Fig. 1: clock distribution
The bar under the picture is 20 µm long.
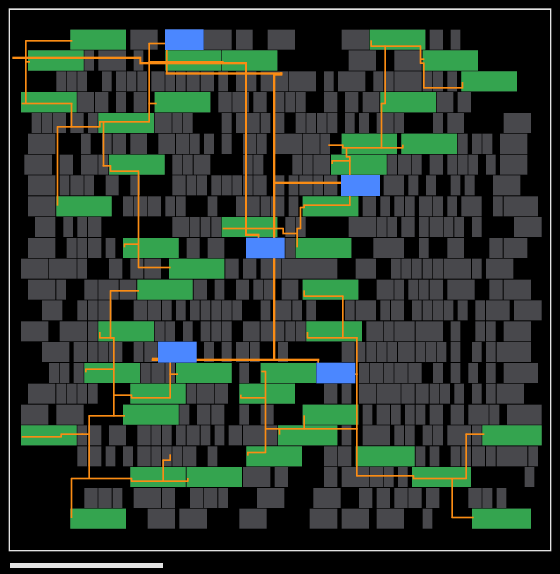
Fig. 2: gate-type map
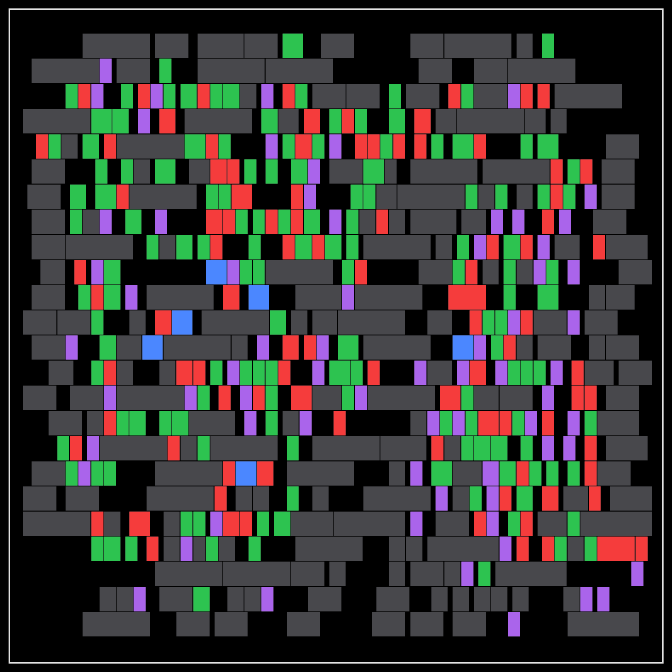
$ cat config.mk
export PLATFORM = sky130hd
export DESIGN_NAME = multicycle_control_fsm
export DESIGN_NICKNAME = d
export VERILOG_FILES = /design/src/rtl/risc_isa_pkg.sv /design/src/rtl/opcode_class_decode.sv /design/src/rtl/multicycle_control_fsm.sv
export SDC_FILE = /design/constraint.sdc
export NUM_CORES = 1
export LEC_CHECK = 0
export ABC_AREA = 1
export CORE_UTILIZATION = 54
export CTS_CLUSTER_SIZE = 30
export DETAILED_ROUTE_END_ITERATION = 7
export PLACE_DENSITY = 0.86
export SYNTH_ARGS = -nofsm -noshare
export SYNTH_HDL_FRONTEND = slang
export SYNTH_HIERARCHICAL = 1
export SYNTH_SLANG_ARGS = --single-unit
$ cat constraint.sdc
create_clock -name clk -period 3 [get_ports clk]
set_input_delay 0.9 -clock clk [delete_from_list [all_inputs] [get_ports clk]]
set_output_delay 0.9 -clock clk [all_outputs]
set_load 0.01 [all_outputs]
$ cat src/rtl/risc_isa_pkg.sv
// Shared ISA definitions for the multi-cycle RISC datapath controller:
// opcodes, ALU and PC-source encodings, and the controller state type.
package risc_isa_pkg;

    localparam int OPC_BITS = 6;

    localparam logic [5:0] OP_ADD   = 6'b000000;
    localparam logic [5:0] OP_SUB   = 6'b000001;
    localparam logic [5:0] OP_AND   = 6'b000010;
    localparam logic [5:0] OP_OR    = 6'b000011;
    localparam logic [5:0] OP_SLT   = 6'b000100;
    localparam logic [5:0] OP_MUL   = 6'b000101;
    localparam logic [5:0] OP_LW    = 6'b001000;
    localparam logic [5:0] OP_SW    = 6'b001001;
    localparam logic [5:0] OP_ADDI  = 6'b001010;
    localparam logic [5:0] OP_SUBI  = 6'b001011;
    localparam logic [5:0] OP_SLTI  = 6'b001100;
    localparam logic [5:0] OP_BNEQZ = 6'b001101;
    localparam logic [5:0] OP_BEQZ  = 6'b001110;
    localparam logic [5:0] OP_J     = 6'b010000;
    localparam logic [5:0] OP_HLT   = 6'b111111;

    localparam logic [2:0] ALU_ADD = 3'd0;
    localparam logic [2:0] ALU_SUB = 3'd1;
    localparam logic [2:0] ALU_AND = 3'd2;
    localparam logic [2:0] ALU_OR  = 3'd3;
    localparam logic [2:0] ALU_SLT = 3'd4;
    localparam logic [2:0] ALU_MUL = 3'd5;

    localparam logic [1:0] PC_SEQ    = 2'd0;
    localparam logic [1:0] PC_BRANCH = 2'd1;
    localparam logic [1:0] PC_JUMP   = 2'd2;

    typedef enum logic [2:0] {
        S_IDLE,
        S_FETCH,
        S_DECODE,
        S_EXEC,
        S_MEM,
        S_WB,
        S_HALT
    } state_t;

endpackage

$ cat src/rtl/opcode_class_decode.sv
// Combinational opcode classifier: one-hot class flags plus the ALU
// operation that the EXEC step should request for this opcode.
module opcode_class_decode
    import risc_isa_pkg::*;
(
    input  logic [OPC_BITS-1:0] opc,
    output logic                is_rtype,
    output logic                is_itype,
    output logic                is_load,
    output logic                is_store,
    output logic                is_beqz,
    output logic                is_bneqz,
    output logic                is_jump,
    output logic                is_halt,
    output logic                is_illegal,
    output logic [2:0]          alu_op
);

    always_comb begin
        is_rtype   = 1'b0;
        is_itype   = 1'b0;
        is_load    = 1'b0;
        is_store   = 1'b0;
        is_beqz    = 1'b0;
        is_bneqz   = 1'b0;
        is_jump    = 1'b0;
        is_halt    = 1'b0;
        is_illegal = 1'b0;
        alu_op     = ALU_ADD;
        unique case (opc)
            OP_ADD:   begin is_rtype = 1'b1; alu_op = ALU_ADD; end
            OP_SUB:   begin is_rtype = 1'b1; alu_op = ALU_SUB; end
            OP_AND:   begin is_rtype = 1'b1; alu_op = ALU_AND; end
            OP_OR:    begin is_rtype = 1'b1; alu_op = ALU_OR;  end
            OP_SLT:   begin is_rtype = 1'b1; alu_op = ALU_SLT; end
            OP_MUL:   begin is_rtype = 1'b1; alu_op = ALU_MUL; end
            OP_ADDI:  begin is_itype = 1'b1; alu_op = ALU_ADD; end
            OP_SUBI:  begin is_itype = 1'b1; alu_op = ALU_SUB; end
            OP_SLTI:  begin is_itype = 1'b1; alu_op = ALU_SLT; end
            OP_LW:    is_load  = 1'b1;
            OP_SW:    is_store = 1'b1;
            OP_BEQZ:  is_beqz  = 1'b1;
            OP_BNEQZ: is_bneqz = 1'b1;
            OP_J:     is_jump  = 1'b1;
            OP_HLT:   is_halt  = 1'b1;
            default:  is_illegal = 1'b1;
        endcase
    end

endmodule

$ cat src/rtl/multicycle_control_fsm.sv
// Multi-cycle sequencer: FETCH/DECODE/EXEC/MEM/WB with a req/ready memory
// handshake, latched opcode, sticky halt/illegal and a retire counter.
module multicycle_control_fsm
    import risc_isa_pkg::*;
#(
    parameter int CNT_W = 32,
    parameter int OPC_W = 6
) (
    input  logic             clk,
    input  logic             rst,
    input  logic [OPC_W-1:0] opc,
    input  logic             zero,
    input  logic             mem_ready,
    output logic             ir_load,
    output logic             pc_write,
    output logic [1:0]       pc_src,
    output logic             iord,
    output logic             mem_req,
    output logic             mem_we,
    output logic [2:0]       alu_op,
    output logic             alu_src_b,
    output logic             reg_write,
    output logic             reg_dst,
    output logic             mem_to_reg,
    output logic             halted,
    output logic             illegal,
    output logic [CNT_W-1:0] retired
);

    state_t           state;
    state_t           state_n;
    logic [OPC_W-1:0] opc_q;
    logic             retire;
    logic             set_illegal;

    logic       is_rtype, is_itype, is_load, is_store;
    logic       is_beqz, is_bneqz, is_jump, is_halt, is_illegal;
    logic [2:0] dec_alu_op;

    opcode_class_decode u_dec (
        .opc        (opc_q),
        .is_rtype   (is_rtype),
        .is_itype   (is_itype),
        .is_load    (is_load),
        .is_store   (is_store),
        .is_beqz    (is_beqz),
        .is_bneqz   (is_bneqz),
        .is_jump    (is_jump),
        .is_halt    (is_halt),
        .is_illegal (is_illegal),
        .alu_op     (dec_alu_op)
    );

    always_ff @(posedge clk) begin
        if (rst) begin
            state   <= S_IDLE;
            opc_q   <= '0;
            illegal <= 1'b0;
            retired <= '0;
        end else begin
            state <= state_n;
            if (state == S_DECODE)
                opc_q <= opc;
            if (set_illegal)
                illegal <= 1'b1;
            if (retire)
                retired <= retired + CNT_W'(1);
        end
    end

    assign halted = (state == S_HALT);

    always_comb begin
        state_n     = state;
        ir_load     = 1'b0;
        pc_write    = 1'b0;
        pc_src      = PC_SEQ;
        iord        = 1'b0;
        mem_req     = 1'b0;
        mem_we      = 1'b0;
        alu_op      = ALU_ADD;
        alu_src_b   = 1'b0;
        reg_write   = 1'b0;
        reg_dst     = 1'b0;
        mem_to_reg  = 1'b0;
        retire      = 1'b0;
        set_illegal = 1'b0;
        unique case (state)
            S_IDLE: state_n = S_FETCH;
            S_FETCH: begin
                mem_req = 1'b1;
                if (mem_ready) begin
                    ir_load  = 1'b1;
                    pc_write = 1'b1;
                    state_n  = S_DECODE;
                end
            end
            S_DECODE: state_n = S_EXEC;
            S_EXEC: begin
                unique case (1'b1)
                    is_rtype: begin
                        alu_op  = dec_alu_op;
                        state_n = S_WB;
                    end
                    is_itype: begin
                        alu_src_b = 1'b1;
                        alu_op    = dec_alu_op;
                        state_n   = S_WB;
                    end
                    is_load, is_store: begin
                        alu_src_b = 1'b1;
                        state_n   = S_MEM;
                    end
                    is_beqz, is_bneqz: begin
                        // zero reflects the tested register during EXEC
                        pc_write = is_beqz ? zero : !zero;
                        pc_src   = PC_BRANCH;
                        retire   = 1'b1;
                        state_n  = S_FETCH;
                    end
                    is_jump: begin
                        pc_write = 1'b1;
                        pc_src   = PC_JUMP;
                        retire   = 1'b1;
                        state_n  = S_FETCH;
                    end
                    is_halt: begin
                        retire  = 1'b1;
                        state_n = S_HALT;
                    end
                    is_illegal: begin
                        set_illegal = 1'b1;
                        state_n     = S_HALT;
                    end
                    default: state_n = S_HALT;
                endcase
            end
            S_MEM: begin
                mem_req = 1'b1;
                iord    = 1'b1;
                mem_we  = is_store;
                if (mem_ready) begin
                    retire  = is_store;
                    state_n = is_store ? S_FETCH : S_WB;
                end
            end
            S_WB: begin
                reg_write  = 1'b1;
                reg_dst    = is_rtype;
                mem_to_reg = is_load;
                retire     = 1'b1;
                state_n    = S_FETCH;
            end
            S_HALT: state_n = S_HALT;
            default: state_n = S_IDLE;
        endcase
    end

endmodule

==> run summary <==
Status: complete, but fails checks
Violations in the final reports: DRC
Top Registers: retired x32, opc_q x6, state x3
Share of the final layout cell area in sequential cells: 0.259
Final global-route overflow total: 0
Hold_buf cts: 0
Detail Placement HPWL: 4.54 mm
Length of the first detailed-routing pass in iterations: 7
Total routing resource utilization after global routing: 0.251
Area of all placed cells without fillers: 3270 µm²
Maximum buffer depth of the clock tree: 2
Combinational fraction of the cell area: 0.420
Worst min path class: flop to flop
Peak Freq: 351 MHz
Layout non-clock buf frac: 0.199
Maximum Capacitance Violations: 0
Logic inverters: 68
Avg Cell Area, Syn: 6.01 µm²
Unique masters post-synth: 30
H-Tree Depth: 2
Total clock sinks: 42
Leak: 1.44 nW
Leading area contributor after synthesis: sky130_fd_sc_hd__dfxtp_1
Ys cells: 422
Chip Area, Yosys: 2530 µm²
Portion of the layout cell area used by clock cells: 0.0234
Count of final hold-check violations: 0
Detail-routed net length per standard cell: 11.3 µm
Crit path capture type: primary output
Non-filler cells in the finished layout: 535
Reg clk slew, reported paths: 0.08 ns
Clock buf count: 7
Commonest non-fill, non-tap cells in the layout: sky130_fd_sc_hd__nand2_1, sky130_fd_sc_hd__nor2_1, sky130_fd_sc_hd__inv_1
Leading post-synthesis cells by instance count: sky130_fd_sc_hd__nand2_1, sky130_fd_sc_hd__nor2_1, sky130_fd_sc_hd__inv_1, sky130_fd_sc_hd__dfxtp_1, sky130_fd_sc_hd__a21oi_1
Cell types occupying the most area after synthesis: sky130_fd_sc_hd__dfxtp_1, sky130_fd_sc_hd__nand2_1, sky130_fd_sc_hd__nor2_1, sky130_fd_sc_hd__inv_1, sky130_fd_sc_hd__a21oi_1
FA/HA/MAJ Cells, Area Fraction: 0.00494
And+or+nand+nor area frac: 0.397
Total number of warnings across the stage logs: 26
Group drawing the most power: sequential cells
Remaining routing DRC violations: 10
Max FO, Critical Path: 1
Required @ worst endpoint: 2.10 ns
Number of filler cells placed in the layout: 374
Cell count after synthesis: 422
Fraction of power spent switching nets: 0.366
Area added between synthesis and finish: 28.9%
Nets: 494
Cell area after placement: 3160 µm²
Seq group: 667 µW
Clock tree root driver cell: sky130_fd_sc_hd__clkbuf_8
Placed Instances: 526
Max_slew headroom: 0.723
Number of flip-flops under the largest register name: 32
Ports: 58
Total Wirelength: 6.04 mm
Sequential fraction of design power: 0.443
Top register by number of flip-flops: retired
Port Buffer Count: 57
Number of core rows: 24
Area fraction in mux cells: 0
Tot Pwr: 1.51 mW
MI comb area: 1370 µm²
Routability congestion estimate: 0.881
Worst hold slack after final layout: 0.463 ns
Initial antenna violation count: 0
Share of the clock period used by the worst path after layout: 0.950
Buffers excl. clock: 65
RSZ-0062 raised after global routing: false
Number of cells traversed by the worst hold path: 2
Back to the opening pictures, Fig. 1:
[cells driving clock nets] blue | count: 5
[flip-flops] green | count: 42
[clock wires] orange | length: 524 µm
flops lie: all over the die
routed clock nets: 6
latest clock arrival within the worst-skew pair: 0.29 ns
power in the clock group: 346 µW
skew final: 0.00412 ns
part of the total power dissipated in the clock network: 0.230

Back to the opening pictures, Fig. 2:
[inverters] purple | cells: 68 | where: all over the die
[NOR gates] red | cells: 93 | where: all over the die
[NAND gates] green | cells: 137 | where: all over the die
[AND and OR gates] blue | cells: 6

==> timing repair <==
item | in CTS | in global routing
endpoints found under the setup margin | 1 | 6
pin swaps | 0 | 2
resized | 1 | 10
buffers inserted | 0 | 2
==> critical path, stage by stage <==
cell and delay, ns:
sky130_fd_sc_hd__clkdlybuf4s50_1 0.42, sky130_fd_sc_hd__xnor2_1 0.13, sky130_fd_sc_hd__a21oi_1 0.13, sky130_fd_sc_hd__o21ai_0 0.08, sky130_fd_sc_hd__dlygate4sd2_1 0.28
==> per-layer routing <==
layer | wire length (µm) | vias to the layer above | GRT usage
met4 | 68 | 0 | 0.0748
met1 | 2830 | 1241 | 0.304
li1 | - | 1459 | -
met2 | 2790 | 79 | 0.447
met3 | 355 | 8 | 0.0534
met5 | 0 | - | 0
Power figures rest on the tool's default switching activity, not on a simulated workload.
